**config.mk**
```make
export PLATFORM = sky130hd
export DESIGN_NAME = sram_controller
export DESIGN_NICKNAME = d
export VERILOG_FILES = /design/src/rtl/sram_pkg.sv /design/src/rtl/sram_wait_counter.sv /design/src/rtl/sram_controller.sv
export SDC_FILE = /design/constraint.sdc
export NUM_CORES = 1
export LEC_CHECK = 0
export ABC_AREA = 0
export ABC_CLOCK_PERIOD_IN_PS = 2500
export CORE_MARGIN = 3
export CORE_UTILIZATION = 38
export CTS_BUF_LIST = sky130_fd_sc_hd__clkbuf_4 sky130_fd_sc_hd__clkbuf_8
export CTS_CLUSTER_SIZE = 16
export DETAILED_ROUTE_END_ITERATION = 10
export PLACE_DENSITY = 0.71
export REMOVE_ABC_BUFFERS = 1
export SLEW_MARGIN = 20
export SYNTH_ARGS = -nofsm -noshare
export SYNTH_HDL_FRONTEND = slang
export SYNTH_SLANG_ARGS = --single-unit
```
**constraint.sdc**
```tcl
create_clock -name clk -period 2.5 [get_ports clk]
set_input_delay 0.375 -clock clk [delete_from_list [all_inputs] [get_ports clk]]
set_output_delay 0.375 -clock clk [all_outputs]
set_load 0.005 [all_outputs]
```
**src/rtl/sram_pkg.sv**
```systemverilog
`default_nettype none
// ============================================================================
//  Module      : sram_pkg
//  Description : Shared types, constants and address-map helpers for the
//                16-bit asynchronous SRAM data-memory controller.
//  Revision    : 1.0 - initial release
// ============================================================================
package sram_pkg;

    localparam int SRAM_DW           = 16;
    localparam int DEFAULT_BASE_ADDR = 1024;

    typedef enum logic [1:0] {
        IDLE = 2'd0,
        LOW  = 2'd1,
        HIGH = 2'd2,
        DONE = 2'd3
    } state_t;

    // 32-bit word index of a byte address relative to the SRAM window base
    function automatic logic [31:0] word_index(input logic [31:0] byte_addr,
                                               input logic [31:0] base_addr);
        return (byte_addr - base_addr) >> 2;
    endfunction

    // Half-word address {word, hi}; the caller truncates to the SRAM width
    function automatic logic [31:0] half_addr(input logic [31:0] byte_addr,
                                              input logic [31:0] base_addr,
                                              input logic        hi);
        logic [31:0] w_word;
        w_word = word_index(byte_addr, base_addr);
        return {w_word[30:0], hi};
    endfunction

endpackage
`default_nettype wire

```
**src/rtl/sram_wait_counter.sv**
```systemverilog
`default_nettype none
// ============================================================================
//  Module      : sram_wait_counter
//  Description : Per-half-access wait counter. Counts 0..WAIT_CYCLES-1 while
//                enabled, wraps to 0 after the last cycle, flags the last
//                cycle. Synchronous clear has priority over enable.
//  Revision    : 1.0 - initial release
// ============================================================================
module sram_wait_counter #(
    parameter int WAIT_CYCLES = 2
) (
    input  logic clk,
    input  logic rst,      // asynchronous, active-low
    input  logic clear,
    input  logic enable,
    output logic last
);

    localparam logic [3:0] c_LAST = 4'(WAIT_CYCLES - 1);

    // The 4-bit counter only covers 2..15 wait cycles
    generate
        if (WAIT_CYCLES < 2 || WAIT_CYCLES > 15) begin : g_bad_wait
            $error("sram_wait_counter: WAIT_CYCLES must be in 2..15");
        end
    endgenerate

    logic [3:0] r_count;

    // Count through one half access, wrapping after the last cycle
    always_ff @(posedge clk or negedge rst) begin
        if (!rst) begin
            r_count <= 4'd0;
        end else if (clear) begin
            r_count <= 4'd0;
        end else if (enable) begin
            r_count <= (r_count == c_LAST) ? 4'd0 : r_count + 4'd1;
        end
    end

    assign last = (r_count == c_LAST);

endmodule
`default_nettype wire

```
**src/rtl/sram_controller.sv**
```systemverilog
`default_nettype none
// ============================================================================
//  Module      : sram_controller
//  Description : MEM-stage data memory front end for a 16-bit asynchronous
//                SRAM. Each 32-bit load/store is split into two half-word
//                accesses (low half first); ready is low while an access is
//                in flight so the pipeline can be frozen.
//                Optional build macro SRAM_CTRL_RANGE_CHECK_EN adds the
//                addr_err port and rejects addresses outside the SRAM window.
//  Revision    : 1.0 - initial release
// ============================================================================
module sram_controller
    import sram_pkg::*;
#(
    parameter int WAIT_CYCLES = 2,
    parameter int BASE_ADDR   = DEFAULT_BASE_ADDR,
    parameter int SRAM_AW     = 18
) (
    input  logic                 clk,
    input  logic                 rst,          // asynchronous, active-low
    input  logic                 rd_en,
    input  logic                 wr_en,
    input  logic [31:0]          address,
    input  logic [31:0]          writeData,
    output logic [31:0]          readData,
    output logic                 ready,
    output logic [SRAM_AW-1:0]   sram_addr,
    output logic [SRAM_DW-1:0]   sram_dq_out,
    input  logic [SRAM_DW-1:0]   sram_dq_in,
    output logic                 sram_dq_oe,
    output logic                 sram_we_n
`ifdef SRAM_CTRL_RANGE_CHECK_EN
    ,
    output logic                 addr_err
`endif
);

    localparam logic [31:0] c_BASE = 32'(BASE_ADDR);

    state_t               r_state;
    state_t               w_next_state;
    logic [31:0]          r_addr;
    logic [31:0]          r_wdata;
    logic                 r_is_write;
    logic [SRAM_DW-1:0]   r_low_buf;
    logic [31:0]          r_read_data;

    logic                 w_req;
    logic                 w_addr_bad;
    logic                 w_cnt_clear;
    logic                 w_cnt_en;
    logic                 w_cnt_last;
    logic [SRAM_AW-1:0]   w_lo_addr;
    logic [SRAM_AW-1:0]   w_hi_addr;

    assign w_req = rd_en | wr_en;

`ifdef SRAM_CTRL_RANGE_CHECK_EN
    localparam logic [31:0] c_MAX_WORD = 32'((64'd1 << (SRAM_AW - 1)) - 64'd1);
    assign w_addr_bad = (address < c_BASE) || (word_index(address, c_BASE) > c_MAX_WORD);
`else
    // Out-of-window addresses simply wrap through address truncation
    assign w_addr_bad = 1'b0;
`endif

    assign w_lo_addr = SRAM_AW'(half_addr(r_addr, c_BASE, 1'b0));
    assign w_hi_addr = SRAM_AW'(half_addr(r_addr, c_BASE, 1'b1));

    // Counter is parked at zero whenever no half access is running
    assign w_cnt_clear = (r_state == IDLE);
    assign w_cnt_en    = (r_state == LOW) || (r_state == HIGH);

    sram_wait_counter #(
        .WAIT_CYCLES (WAIT_CYCLES)
    ) u_wait_counter (
        .clk    (clk),
        .rst    (rst),
        .clear  (w_cnt_clear),
        .enable (w_cnt_en),
        .last   (w_cnt_last)
    );

    // State register; reset aborts any access in flight
    always_ff @(posedge clk or negedge rst) begin
        if (!rst) begin
            r_state <= IDLE;
        end else begin
            r_state <= w_next_state;
        end
    end

    // Next state, ready and SRAM pin decode; SRAM pins idle unless in a half
    always_comb begin
        w_next_state = r_state;
        ready        = 1'b1;
        sram_addr    = '0;
        sram_dq_out  = '0;
        sram_dq_oe   = 1'b0;
        sram_we_n    = 1'b1;
        case (r_state)
            IDLE: begin
                if (w_req) begin
                    ready        = 1'b0;
                    w_next_state = w_addr_bad ? DONE : LOW;
                end
            end
            LOW: begin
                ready       = 1'b0;
                sram_addr   = w_lo_addr;
                sram_dq_out = r_is_write ? r_wdata[15:0] : '0;
                sram_dq_oe  = r_is_write;
                // Strobe released on the last cycle gives data hold time
                sram_we_n   = ~(r_is_write & ~w_cnt_last);
                if (w_cnt_last) begin
                    w_next_state = HIGH;
                end
            end
            HIGH: begin
                ready       = 1'b0;
                sram_addr   = w_hi_addr;
                sram_dq_out = r_is_write ? r_wdata[31:16] : '0;
                sram_dq_oe  = r_is_write;
                sram_we_n   = ~(r_is_write & ~w_cnt_last);
                if (w_cnt_last) begin
                    w_next_state = DONE;
                end
            end
            DONE: begin
                // Unconditional return so a still-held request is not re-served
                w_next_state = IDLE;
            end
            default: begin
                w_next_state = IDLE;
            end
        endcase
    end

    // Request latch and read-data assembly
    always_ff @(posedge clk or negedge rst) begin
        if (!rst) begin
            r_addr      <= '0;
            r_wdata     <= '0;
            r_is_write  <= 1'b0;
            r_low_buf   <= '0;
            r_read_data <= '0;
        end else begin
            if (r_state == IDLE && w_req) begin
                r_addr     <= address;
                r_wdata    <= writeData;
                r_is_write <= wr_en;
                if (w_addr_bad && !wr_en) begin
                    r_read_data <= '0;
                end
            end
            if (r_state == LOW && w_cnt_last && !r_is_write) begin
                r_low_buf <= sram_dq_in;
            end
            if (r_state == HIGH && w_cnt_last && !r_is_write) begin
                r_read_data <= {sram_dq_in, r_low_buf};
            end
        end
    end

    assign readData = r_read_data;

`ifdef SRAM_CTRL_RANGE_CHECK_EN
    logic r_addr_err;

    // Error flag is high only for the DONE cycle of a rejected access
    always_ff @(posedge clk or negedge rst) begin
        if (!rst) begin
            r_addr_err <= 1'b0;
        end else begin
            r_addr_err <= (r_state == IDLE) && w_req && w_addr_bad;
        end
    end

    assign addr_err = r_addr_err;
`endif

endmodule
`default_nettype wire

```
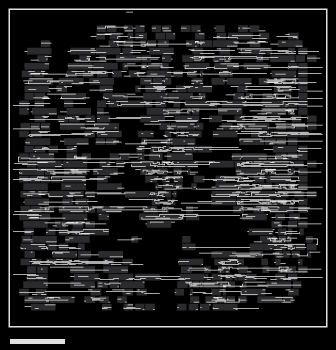
Fig. 1. M1 wires (run 1).
The bar under the picture is 20 µm long. Cells faint in the background.
nets with wire on the layer: 478
longest straight run: 32.7 µm
total vias in the final route: 3127
GR Layer Usage met1: 21.9%

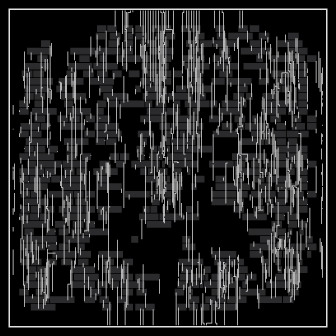
Fig. 2. Met2 routing (run 1).
Cells faint in the background.
nets with wire on the layer: 508
longest straight run: 54.4 µm
wire length on this layer: 4740 µm
main direction: vertical
share of all routed wire: 46%
Post-Route WL: 10.4 mm
routing usage on met2: 25.3%

==> out/qor.txt, run 1 <==
Final Skew - 7.24 ps
Comb power frac - 49.7%
Grt peak-use layer - met2
MI comb area - 1860 µm²
Top power group - combinational cells
Place WS - -118 ps
Synthesized area per cell - 13.6 µm²
Final Hold Viols - 0
First-pass iteration count of the detailed router - 4
Period minus WS final - 2490 ps
Commonest Layout Cell - clkdlybuf4s50_1
Setup Viol. Count Final - 0
Cell area leaders - dfrtp_1, mux2_2, a22oi_1
Type of the most critical hold path - input pin to async pin
Synth Area in Compound Gates - 5.60%
Status - completed
Global-route wire length before repair - 17.0 mm
Worst-path cell chain - inv_1, ha_2, or4b_4, or4_1, a21oi_1, buf_2
CTS sink cnt - 104
YS chip area - 4450 µm²
Arr. time, crit path - 2120 ps
Post-synth EDFFs - 0
Xor+xnor area frac - 0.197%
Adder share - 1.97%
Slew margin rel. - 66.8%
AND/OR/NAND/NOR Cells, Area Fraction - 6.59%
Fin util - 57.9%
Area Growth Syn to Fin - 44.8%
Area share, top type - 58.5%
Reg2reg end - readData[4]
Initial DRC count - 126
TNS Setup - 0 ps
Slew @ Worst Pin - 498 ps
Final period util - 99.8%
MaxCap Viol Count - 0
Placed cells - 609
Met3 Routed Length - 838 µm
Total die area - 13000 µm²
VDD IR max - 0.481 mV
Fmax - 0.401 GHz
Most used flip-flop cell - dfrtp_1
Setup Fix Bufs, Post-CTS - 2
Die Span Y - 114 µm
GP Congestion - 0.764
Placed inst area - 6110 µm²
Setup crit end kind - output pin
CTS root buf - clkbuf_8
Critical-path top delay cell - or4b_4
Flop-to-flop setup slack - 640 ps
Clock Tree Buf Depth - 2
Fraction of area in multi-input gates - 28.9%
R2R cell count - 6
Share of cells above drive strength 1 - 34.6%
Worst hold slack - 507 ps
Post-Synthesis Cells - 328
Routed wire per std cell - 16.5 µm
Setup Crit Path Kind - register to output pin
Die Width - 114 µm
Switching share of power - 32.0%
PortBufs - 137
Non-Filler Instances - 629
Total Routing Usage GR - 16.5%
Row count - 38
Initial antenna violation count - 0
Overall Power - 7.84 mW
Largest net degree at the start of global routing - 46
Flop count - 104
CP bufs+invs - 2
Worst path max stage delay - 470 ps
Flops out of synthesis - 104
Most frequent cell after synthesis - dfrtp_1
Vias in the first global route - 3414
Distinct lib cells - 33
Fraction of registers with async set/reset - 100%
IO Pins - 153
Leading cell kind - flip-flops and latches
Seq pwr share - 38.4%
PwrDens - 1220 nW/µm²
Non-Clock Inverter Count - 8
CLK BUF - 11
Seq pwr - 3.01 mW
Post-Syn Area - 4450 µm²
Clock network fraction of design power - 11.9%
Log Warnings - 46
Non-clock buffering overhead - 24.8%
Clk_lat worst skew - 350 ps
Top cells by count - dfrtp_1, mux2_2, nor2_1
Dominant comb cell - multiplexers
Combinational Gates - 200
Number of non-clock buffers - 162
Clock group total power - 0.934 mW
Slew Viols, Final - 0
Net Switching - 2.51 mW
Wire length on met1 - 4.68 mm
Met2 Wirelength - 4.74 mm
RSZ-0062 raised after global routing - yes
Num CTS Buffers - 9
Final ANT Viol Nets - 0
Synth mux share - 25.0%
Critical Path Stages - 6
Vias per cell - 4.97
Crit-path max FO - 4
P_comb - 3.90 mW
HPWL after DPL - 7.38 mm
CP top delay family - simple AND/OR/NAND/NOR gates
Most frequent cells in the layout - clkdlybuf4s50_1, dfrtp_1, mux2_2
Depth of the CTS H-tree - 3
Fillers - 964
Final-layout clock-cell area share - 2.64%
DR top layer - met4
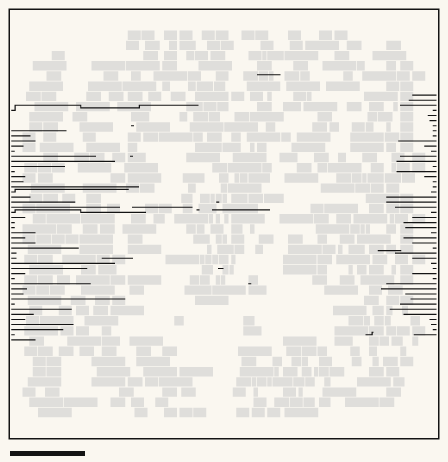
Fig. 3. Metal 3 (run 1).
The bar under the picture is 20 µm long. Cells faint in the background.
wire length on this layer: 839 µm
share of all routed wire: 8.1%
GR Layer Usage met3: 5.71%

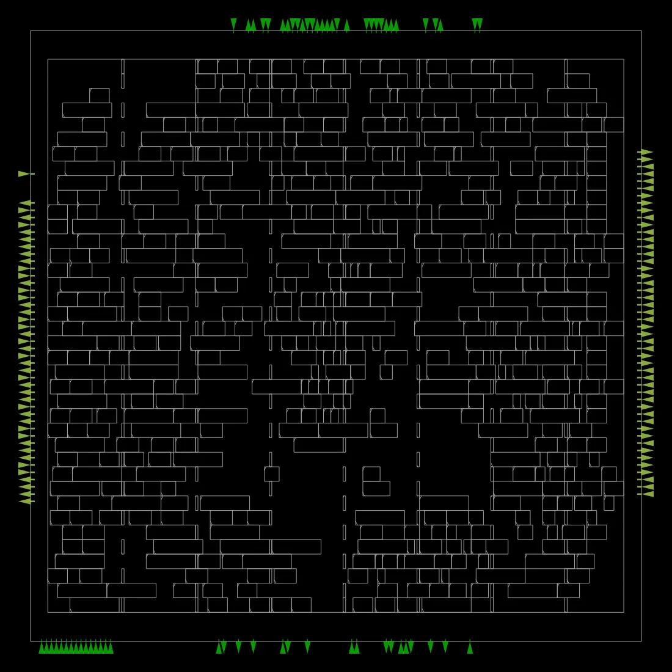
Fig. 4. Cell outlines without signal wires (run 1).
Seq area share: 40.4%
Core Area: 11100 µm²

==> run 2: changes to the inputs <==
Settings changed: CTS_CLUSTER_SIZE 16 to 28.
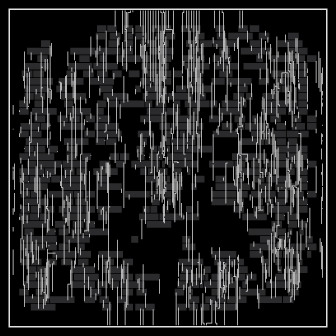
Fig. 5. Met2 routing (run 2).
Cells faint in the background.
main direction: vertical
share of all routed wire: 46%

==> run 2 against run 1 <==
  * Sequential share of layout area is the same
  * Combinational power barely moved
  * Synthesized cell count did not move
  * Count of clock-buffer cells in the layout stayed put
  * Critical path depth unchanged
  * Cell count unchanged
  * Worst hold slack unchanged
  * Area after synthesis did not move
  * Sequential power about the same
  * Global-route usage unchanged
  * Setup slack did not move
  * Wire length stayed put
  * Largest cell class unchanged
==> out/qor.txt, run 2 <==
Area Growth Syn to Fin - 44.8% (unchanged)
Seq pwr share - 38.4% (about the same)
Largest net degree at the start of global routing - 46 (unchanged)
Depth of the CTS H-tree - 3 (unchanged)
Crit-path max FO - 4 (unchanged)
Synth Area in Compound Gates - 5.60% (unchanged)
CP bufs+invs - 2 (unchanged)
Fillers - 964 (unchanged)
Net Switching - 2.51 mW (unchanged)
Post-synth EDFFs - 0 (unchanged)
Leading cell kind - flip-flops and latches
Number of non-clock buffers - 162 (unchanged)
GP Congestion - 0.764 (unchanged)
CLK BUF - 11 (unchanged)
Arr. time, crit path - 2120 ps (about the same)
Overall Power - 7.84 mW (unchanged)
First-pass iteration count of the detailed router - 4 (unchanged)
Combinational Gates - 200 (unchanged)
CTS sink cnt - 104 (unchanged)
Total Routing Usage GR - 16.5% (unchanged)
Setup crit end kind - output pin
Clk_lat worst skew - 350 ps (about the same)
Critical Path Stages - 6 (unchanged)
MaxCap Viol Count - 0 (unchanged)
R2R cell count - 6 (unchanged)
Area share, top type - 58.5% (unchanged)
Non-Clock Inverter Count - 8 (unchanged)
Top power group - combinational cells
Flop-to-flop setup slack - 640 ps (about the same)
Placed cells - 609 (unchanged)
Switching share of power - 32.0% (unchanged)
Worst path max stage delay - 470 ps (about the same)
Core Area - 11100 µm² (unchanged)
Clock Tree Buf Depth - 2 (unchanged)
Slew @ Worst Pin - 498 ps (unchanged)
Routed wire per std cell - 16.5 µm (unchanged)
Clock network fraction of design power - 11.9% (about the same)
Cell area leaders - dfrtp_1, mux2_2, a22oi_1
GR Layer Usage met3 - 5.71% (unchanged)
Final ANT Viol Nets - 0 (unchanged)
Fin util - 57.9% (unchanged)
YS chip area - 4450 µm² (unchanged)
Clock group total power - 0.934 mW (about the same)
Row count - 38 (unchanged)
Num CTS Buffers - 9 (unchanged)
Slew Viols, Final - 0 (unchanged)
Post-Synthesis Cells - 328 (unchanged)
Most frequent cell after synthesis - dfrtp_1
Setup Fix Bufs, Post-CTS - 2 (unchanged)
Distinct lib cells - 33 (unchanged)
Final period util - 99.8% (unchanged)
Fraction of registers with async set/reset - 100% (unchanged)
Status - completed
Period minus WS final - 2490 ps (unchanged)
Worst-path cell chain - inv_1, ha_2, or4b_4, or4_1, a21oi_1, buf_2
Flops out of synthesis - 104 (unchanged)
MI comb area - 1860 µm² (unchanged)
Final-layout clock-cell area share - 2.64% (unchanged)
Non-Filler Instances - 629 (unchanged)
RSZ-0062 raised after global routing - yes
HPWL after DPL - 7.38 mm (unchanged)
Comb power frac - 49.7% (about the same)
==> run 3: changes to the inputs <==
Settings changed: ABC_CLOCK_PERIOD_IN_PS 2500 to 3250, CAP_MARGIN from default to 25, TNS_END_PERCENT from default to 30.
Clock period 2.5 ns to 3.25 ns, I/O delays scaled along.
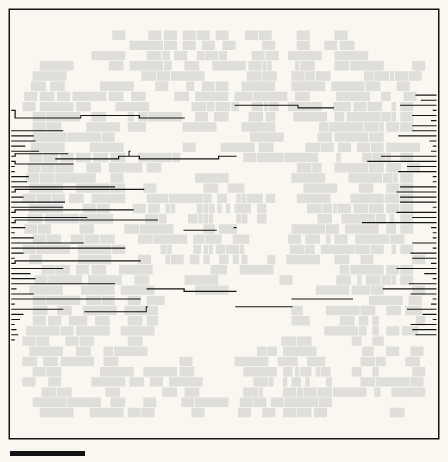
Fig. 6. Metal 3 (run 3).
The bar under the picture is 20 µm long. Cells faint in the background.
main direction: horizontal
longest straight run: 38.0 µm
nets with wire on the layer: 92
share of all routed wire: 9.6%
wire length on this layer: 966 µm
Post-Route WL: 10.1 mm
total vias in the final route: 3064
GR Layer Usage met3: 8.19%

==> run 3 against run 2 <==
  * Clock skew increased by 4.0 ps
  * Design area is 2.7% lower
  * Non-clock buffer count down 14
  * Setup slack better by 97 ps
  * Largest cell class unchanged
  * Largest power group unchanged
==> out/qor.txt, run 3 <==
Area share, top type - 58.5% (unchanged)
Core Area - 11100 µm² (unchanged)
YS chip area - 4450 µm² (unchanged)
Initial antenna violation count - 0
Setup Fix Bufs, Post-CTS - 1 (-1)
Switching share of power - 31.6% (-0.32 points)
MI comb area - 1780 µm² (-4.2%)
CTS sink cnt - 104 (unchanged)
Final Skew - 11.2 ps
MaxCap Viol Count - 0 (unchanged)
Routed wire per std cell - 16.3 µm (-0.71%)
Largest net degree at the start of global routing - 63 (+37%)
Routing usage on met2 - 24.9%
Xor+xnor area frac - 0.197%
HPWL after DPL - 7.01 mm (-4.9%)
Share of cells above drive strength 1 - 29.4%
R2R cell count - 5 (-1)
Crit-path max FO - 5 (+1)
Leading cell kind - flip-flops and latches
CP bufs+invs - 3 (+1)
Cell area after layout - 6260 µm²
Clock group total power - 0.830 mW (-11%)
Crit path required time - 2760 ps
Num CTS Buffers - 9 (unchanged)
Flops out of synthesis - 104 (unchanged)
Period minus WS final - 3150 ps
Fillers - 979 (+1.6%)
Seq pwr - 2.32 mW
CP top delay family - simple AND/OR/NAND/NOR gates
Final ANT Viol Nets - 0 (unchanged)
Cts hold-fix bufs - 0
Fin util - 56.3% (-1.6 points)
Final period util - 96.8%
Status - completed
Overall Power - 5.91 mW (-25%)
Setup crit end kind - output pin
Place WS - 428 ps
Synthesized area per cell - 13.6 µm²
PwrDens - 944 nW/µm²
Post-synth EDFFs - 0 (unchanged)
Worst-path cell chain - buf_4, buf_4, or4_4, or4_4, a21oi_2, clkdlybuf4s50_1
Worst path max stage delay - 520 ps (+50 ps)
Cell area leaders - dfrtp_1, mux2_2, a22oi_1
Critical-path top delay cell - clkdlybuf4s50_1
RSZ-0062 raised after global routing - yes
Area Growth Syn to Fin - 40.8%
Non-Clock Inverter Count - 8 (unchanged)
Final-layout clock-cell area share - 3.26% (+0.61 points)
Flop count - 104
Top power group - combinational cells
Clock Tree Buf Depth - 2 (unchanged)
Post-Synthesis Cells - 328 (unchanged)
Slew @ Worst Pin - 794 ps (+296 ps)
Flop-to-flop setup slack - 1240 ps (+600 ps)
Synth Area in Compound Gates - 5.60% (unchanged)
Placed cells - 597 (-2.0%)
Combinational Gates - 200 (unchanged)
Fmax - 0.318 GHz
Die Span Y - 114 µm
Worst R2R Start - u_wait_counter.r_count[1]
End point of the critical path - sram_addr[16]
GP Congestion - 0.700 (-8.5%)
Post-CTS resize count - 0
Depth of the CTS H-tree - 3 (unchanged)
CLK BUF - 9 (-2)
Clock network fraction of design power - 14.0% (+2.1 points)
Comb power frac - 46.7% (-3.0 points)
Yosys warns - 0
Type of the most critical hold path - input pin to async pin
Row count - 38 (unchanged)
Global-route wire length before repair - 16.6 mm
Post-Syn Area - 4450 µm²
Net Switching - 1.87 mW (-25%)
Total Routing Usage GR - 16.3% (-0.18 points)
First-pass iteration count of the detailed router - 4 (unchanged)
GRT overflow - 0
Fraction of registers with async set/reset - 100% (unchanged)
Seq pwr share - 39.2% (+0.8 points)
Num tapcells - 140
Die Width - 114 µm
Register area - 2600 µm²
Most used flip-flop cell - dfrtp_1
Distinct lib cells - 33 (unchanged)
Internal power - 4.04 mW
Most frequent cell after synthesis - dfrtp_1
Number of non-clock buffers - 148 (-8.6%)
Clk_lat worst skew - 380 ps (+30 ps)
Non-Filler Instances - 616 (-2.1%)
Slew Viols, Final - 0 (unchanged)
Arr. time, crit path - 2660 ps (+540 ps)
Critical Path Stages - 6 (unchanged)
Reg2reg end - r_low_buf[5]
Power and IR drop assume default switching activity.
